**Selected gate families**

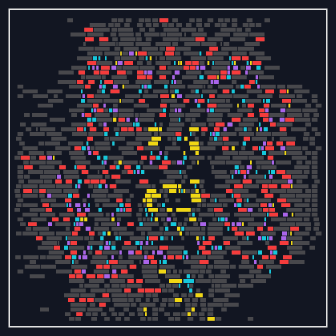
**Cell classes on the final placement**

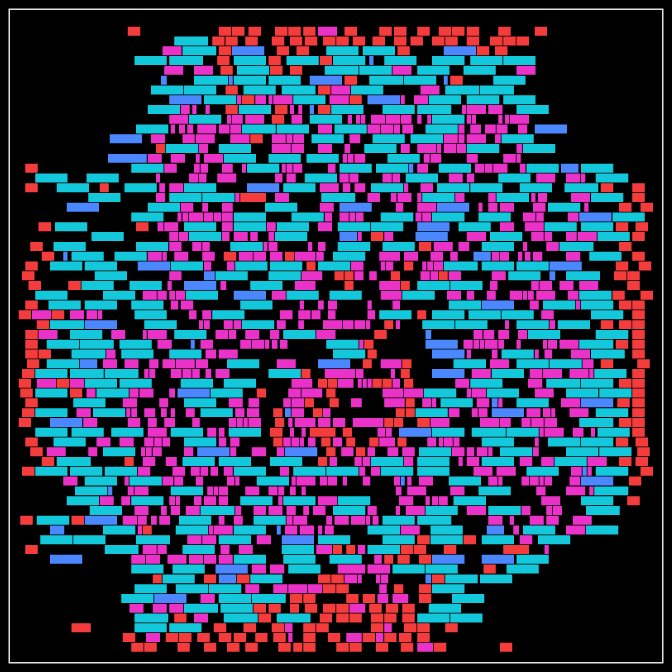
**The clock network**

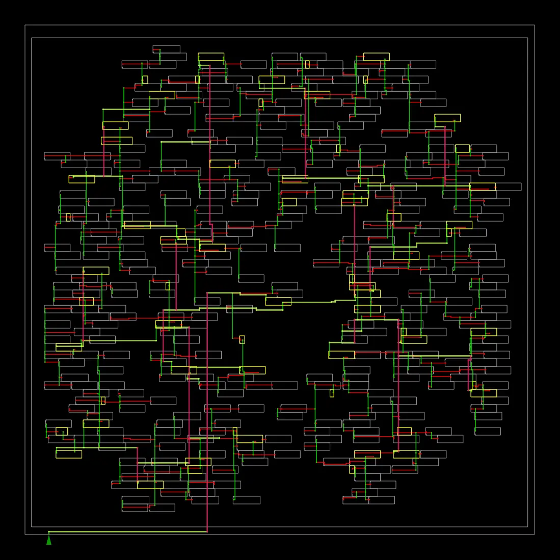
**Clock wires, drivers and flops**

Scale bar: 50 um.
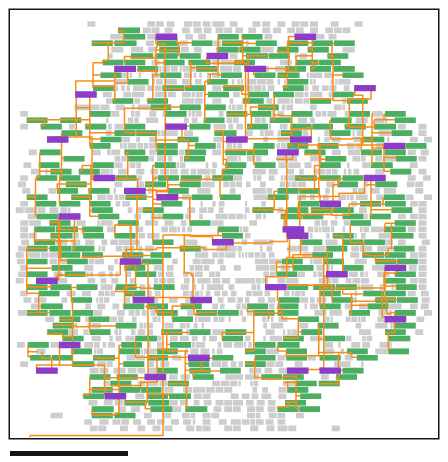
--- config.mk ---
export PLATFORM = sky130hd
export DESIGN_NAME = wb_gpio_irq_bridge
export DESIGN_NICKNAME = d
export VERILOG_FILES = /design/src/rtl/gpio_bridge_pkg.sv /design/src/rtl/wb_gpio_irq_bridge_sync.sv /design/src/rtl/wb_gpio_irq_bridge.sv
export SDC_FILE = /design/constraint.sdc
export NUM_CORES = 1
export LEC_CHECK = 0
export CORE_MARGIN = 2
export CORE_UTILIZATION = 45
export DETAILED_ROUTE_END_ITERATION = 6
export GPL_TIMING_DRIVEN = 1
export PLACE_DENSITY = 0.73
export SYNTH_ARGS = -nofsm -noshare
export SYNTH_HDL_FRONTEND = slang
export SYNTH_SLANG_ARGS = --single-unit
--- constraint.sdc ---
create_clock -name clk_i -period 3.5 [get_ports clk_i]
set_clock_uncertainty 0.15 [all_clocks]
set_input_delay 0.7 -clock clk_i [delete_from_list [all_inputs] [get_ports clk_i]]
set_output_delay 0.7 -clock clk_i [all_outputs]
set_load 0.02 [all_outputs]
--- src/rtl/gpio_bridge_pkg.sv ---
// Shared constants and types for the Wishbone GPIO/IRQ bridge.
package gpio_bridge_pkg;

  localparam int WB_DW     = 32;
  localparam int MAX_WORDS = 4;

  localparam logic [7:0] GROUP_STRIDE = 8'h10;

  localparam logic [7:0] OFS_OUT     = 8'h00;
  localparam logic [7:0] OFS_OEB     = 8'h10;
  localparam logic [7:0] OFS_IN      = 8'h20;
  localparam logic [7:0] OFS_RISE_EN = 8'h30;
  localparam logic [7:0] OFS_FALL_EN = 8'h40;
  localparam logic [7:0] OFS_PEND    = 8'h50;

  typedef enum logic {
    ST_IDLE,
    ST_ACK
  } wb_state_e;

  function automatic logic [7:0] group_base(
    input logic [7:0] ofs
  );
    return ofs & ~(GROUP_STRIDE - 8'h01);
  endfunction

endpackage

--- src/rtl/wb_gpio_irq_bridge_sync.sv ---
// Input synchroniser with a trailing history flop and
// enable-qualified rise/fall detection.
module gpio_sync_edge #(
  parameter int WIDTH = 1,
  parameter int DEPTH = 2
) (
  input  logic             clk,
  input  logic             rst_n,
  input  logic [WIDTH-1:0] d,
  input  logic [WIDTH-1:0] rise_en,
  input  logic [WIDTH-1:0] fall_en,
  output logic [WIDTH-1:0] sync,
  output logic [WIDTH-1:0] rise,
  output logic [WIDTH-1:0] fall
);

  logic [DEPTH-1:0][WIDTH-1:0] stg_q;
  logic [WIDTH-1:0]            prev_q;

  always_ff @(posedge clk or negedge rst_n) begin
    if (!rst_n) begin
      stg_q  <= '0;
      prev_q <= '0;
    end else begin
      stg_q  <= {stg_q[DEPTH-2:0], d};
      prev_q <= stg_q[DEPTH-1];
    end
  end

  assign sync = stg_q[DEPTH-1];
  assign rise = sync & ~prev_q & rise_en;
  assign fall = ~sync & prev_q & fall_en;

endmodule

--- src/rtl/wb_gpio_irq_bridge.sv ---
// Wishbone slave GPIO block: registered pads, synced inputs,
// sticky edge interrupts folded onto NUM_IRQ lines.
module wb_gpio_irq_bridge
  import gpio_bridge_pkg::*;
#(
  parameter int          NUM_GPIO    = 38,
  parameter int          NUM_IRQ     = 3,
  parameter int          SYNC_STAGES = 2,
  parameter logic [31:0] BASE_ADDR   = 32'h3000_0000
) (
  input  logic                clk_i,
  input  logic                rst_ni,
  input  logic                wbs_stb_i,
  input  logic                wbs_cyc_i,
  input  logic                wbs_we_i,
  input  logic [3:0]          wbs_sel_i,
  input  logic [31:0]         wbs_dat_i,
  input  logic [31:0]         wbs_adr_i,
  output logic                wbs_ack_o,
  output logic [31:0]         wbs_dat_o,
  input  logic [NUM_GPIO-1:0] gpio_i,
  output logic [NUM_GPIO-1:0] gpio_o,
  output logic [NUM_GPIO-1:0] gpio_oeb_no,
  output logic [NUM_IRQ-1:0]  irq_o
);

  wb_state_e state_q, state_d;

  logic [NUM_GPIO-1:0] out_q, oeb_q;
  logic [NUM_GPIO-1:0] rise_en_q, fall_en_q, pend_q;
  logic [NUM_GPIO-1:0] in_sync, rise, fall;
  logic [NUM_GPIO-1:0] wr_mask, wr_data, clr, rd_vec;
  logic [WB_DW-1:0]    rd_word, dat_q;
  logic [NUM_IRQ-1:0]  irq_q, irq_d;
  logic [7:0]          grp;
  logic [1:0]          word;
  logic                hit, accept, wr;
  logic                unused_adr;

  gpio_sync_edge #(
    .WIDTH (NUM_GPIO),
    .DEPTH (SYNC_STAGES)
  ) u_sync (
    .clk     (clk_i),
    .rst_n   (rst_ni),
    .d       (gpio_i),
    .rise_en (rise_en_q),
    .fall_en (fall_en_q),
    .sync    (in_sync),
    .rise    (rise),
    .fall    (fall)
  );

  assign hit    = wbs_adr_i[31:8] == BASE_ADDR[31:8];
  assign grp    = group_base(wbs_adr_i[7:0]);
  assign word   = wbs_adr_i[3:2];
  assign accept = wbs_cyc_i & wbs_stb_i & hit
                & (state_q == ST_IDLE);
  assign wr     = accept & wbs_we_i;

  assign unused_adr = ^wbs_adr_i[1:0];

  always_ff @(posedge clk_i or negedge rst_ni) begin
    if (!rst_ni) state_q <= ST_IDLE;
    else         state_q <= state_d;
  end

  always_comb begin
    state_d = state_q;
    unique case (state_q)
      ST_IDLE: if (accept) state_d = ST_ACK;
      ST_ACK:  state_d = ST_IDLE;
      default: state_d = ST_IDLE;
    endcase
  end

  assign wbs_ack_o = (state_q == ST_ACK);

  // Pin i lives in word i/32, bit i%32 of that word.
  for (genvar i = 0; i < NUM_GPIO; i++) begin : g_pin
    localparam int W = i / WB_DW;
    localparam int B = i % WB_DW;
    assign wr_mask[i] = (word == W[1:0]) & wbs_sel_i[B/8];
    assign wr_data[i] = wbs_dat_i[B];
  end

  always_comb begin
    rd_vec = '0;
    unique case (1'b1)
      grp == OFS_OUT:     rd_vec = out_q;
      grp == OFS_OEB:     rd_vec = oeb_q;
      grp == OFS_IN:      rd_vec = in_sync;
      grp == OFS_RISE_EN: rd_vec = rise_en_q;
      grp == OFS_FALL_EN: rd_vec = fall_en_q;
      grp == OFS_PEND:    rd_vec = pend_q;
      default:            rd_vec = '0;
    endcase
  end

  for (genvar b = 0; b < WB_DW; b++) begin : g_rd
    logic [MAX_WORDS-1:0] col;
    for (genvar w = 0; w < MAX_WORDS; w++) begin : g_w
      if (w * WB_DW + b < NUM_GPIO) begin : g_v
        assign col[w] = rd_vec[w*WB_DW+b];
      end else begin : g_z
        assign col[w] = 1'b0;
      end
    end
    assign rd_word[b] = col[word];
  end

  for (genvar k = 0; k < NUM_IRQ; k++) begin : g_irq
    logic [NUM_GPIO-1:0] member;
    for (genvar i = 0; i < NUM_GPIO; i++) begin : g_m
      assign member[i] = (i % NUM_IRQ == k);
    end
    assign irq_d[k] = |(pend_q & member);
  end

  assign clr = (wr && grp == OFS_PEND)
             ? (wr_data & wr_mask) : '0;

  always_ff @(posedge clk_i or negedge rst_ni) begin
    if (!rst_ni) begin
      out_q     <= '0;
      oeb_q     <= '1;
      rise_en_q <= '0;
      fall_en_q <= '0;
      pend_q    <= '0;
      dat_q     <= '0;
      irq_q     <= '0;
    end else begin
      if (wr && grp == OFS_OUT)
        out_q <= (out_q & ~wr_mask) | (wr_data & wr_mask);
      if (wr && grp == OFS_OEB)
        oeb_q <= (oeb_q & ~wr_mask) | (wr_data & wr_mask);
      if (wr && grp == OFS_RISE_EN)
        rise_en_q <= (rise_en_q & ~wr_mask)
                   | (wr_data & wr_mask);
      if (wr && grp == OFS_FALL_EN)
        fall_en_q <= (fall_en_q & ~wr_mask)
                   | (wr_data & wr_mask);
      // A fresh edge wins over a same-cycle clear.
      pend_q <= (pend_q & ~clr) | rise | fall;
      dat_q  <= (accept && !wbs_we_i) ? rd_word : '0;
      irq_q  <= irq_d;
    end
  end

  assign wbs_dat_o   = dat_q;
  assign gpio_o      = out_q;
  assign gpio_oeb_no = oeb_q;
  assign irq_o       = irq_q;

endmodule

==> impl_metrics.env <==
# yosys + openroad results
export IMPL_status="completed"
export IMPL_seq_power_share_pct=49.2
export IMPL_syn_instance_count=1024
export IMPL_inverters=0
export IMPL_hp_class="in2async"
export IMPL_core_area_um2=30700
export IMPL_yosys_warnings=0
export IMPL_fin_setup_tns_ps=0
export IMPL_synthTopCellsByArea="dfrtp_1 (53%), mux2_4 (7.6%), mux2_2 (7.1%)"
export IMPL_tightest_slew_ps=807
export IMPL_drv_slew=0
export IMPL_synth_top_area_share_pct=53.4
export IMPL_fin_ws_ps=686
export IMPL_vias=9802
export IMPL_die_area_um2=32900
export IMPL_htree_levels=2
export IMPL_critPathCaptureType="register"
export IMPL_clk_pin_slew_ps=60
export IMPL_log_warning_count=30
export IMPL_avgSynthCellArea_um2=13.8
export IMPL_post_route_util_pct=59.6
export IMPL_crit_fanout=15
export IMPL_syn_nets=1135
export IMPL_drtPass1Iterations=5
export IMPL_worst_r2r_startpoint="wbs_ack_o$_DFF_PN0_"
export IMPL_dpl_cell_area_um2=17100
export IMPL_synth_cell_types=50
export IMPL_fp_util_pct=46.0
export IMPL_maxPowerGroup="sequential cells"
export IMPL_drc_errors=0
export IMPL_grt_pass1_wl_um=59900
export IMPL_top_area_cell="dfrtp_1"
export IMPL_powerDensity_nw_per_um2=448
export IMPL_p_total_w=0.00821
export IMPL_synth_seq_share_pct=60.4
About 'selected gate families':
inverting AOI/OAI gates: drawn in purple, cells 119. multiplexers: drawn in red, cells 213, where spread over the die. NAND gates: drawn in cyan, cells 155. NOR gates: drawn in yellow, cells 76.
fraction of area in multi-input gates: 29.6%
most frequent logic cell in the layout: dfrtp_1

About 'cell classes on the final placement':
clock drivers and dummy loads: drawn in blue, cells 65, share of their area 6.6%. flops: drawn in cyan, cells 340, share of their area 48%. combinational and other logic: drawn in magenta, cells 639, share of their area 30%. other buffers and delay cells: drawn in red, cells 276, share of their area 15%.

About 'the clock network':
P_clk: 0.00376 W
CTS Buf Count: 37
Flops: 340
clk latency late pin: 520 ps
# clk buffers: 56

About 'clock wires, drivers and flops':
flip-flops: drawn in green, count 340. clock wires: drawn in orange, length 3930 um. clock drivers: drawn in purple, count 37.
Position of the flops: spread over the die.
Clk pwr share: 45.7%

metal layers:
layer / part of all wire, % / vias up / wire, um / track usage (%)
met4: 3.6 / 2 / 1390 / 9.56
met1: 41 / 4977 / 15800 / 31.0
met2: 48 / 398 / 18600 / 38.6
met3: 7.1 / 93 / 2730 / 4.78
met5: 0.029 / - / 11 / 0
li1: - / 4332 / - / -
logic make-up (layout without fill, tap and decap cells):
kind of cell | Yosys count | count (layout) | share of synthesized area, %
other cells | 0 | 3 | 0
compound gates | 181 | 181 | 8.89
mux | 213 | 213 | 18.4
flops | 340 | 340 | 60.4
simple gates | 245 | 245 | 10.8
buf+inv | 45 | 341 | 1.40
worst max-delay path, stage by stage:
cell,delay (ps)
clkdlybuf4s50_1,410
nor4_2,350
and4_1,310
nand3_4,340
nor3_4,540
mux2_2,390
Power and IR drop assume default switching activity.
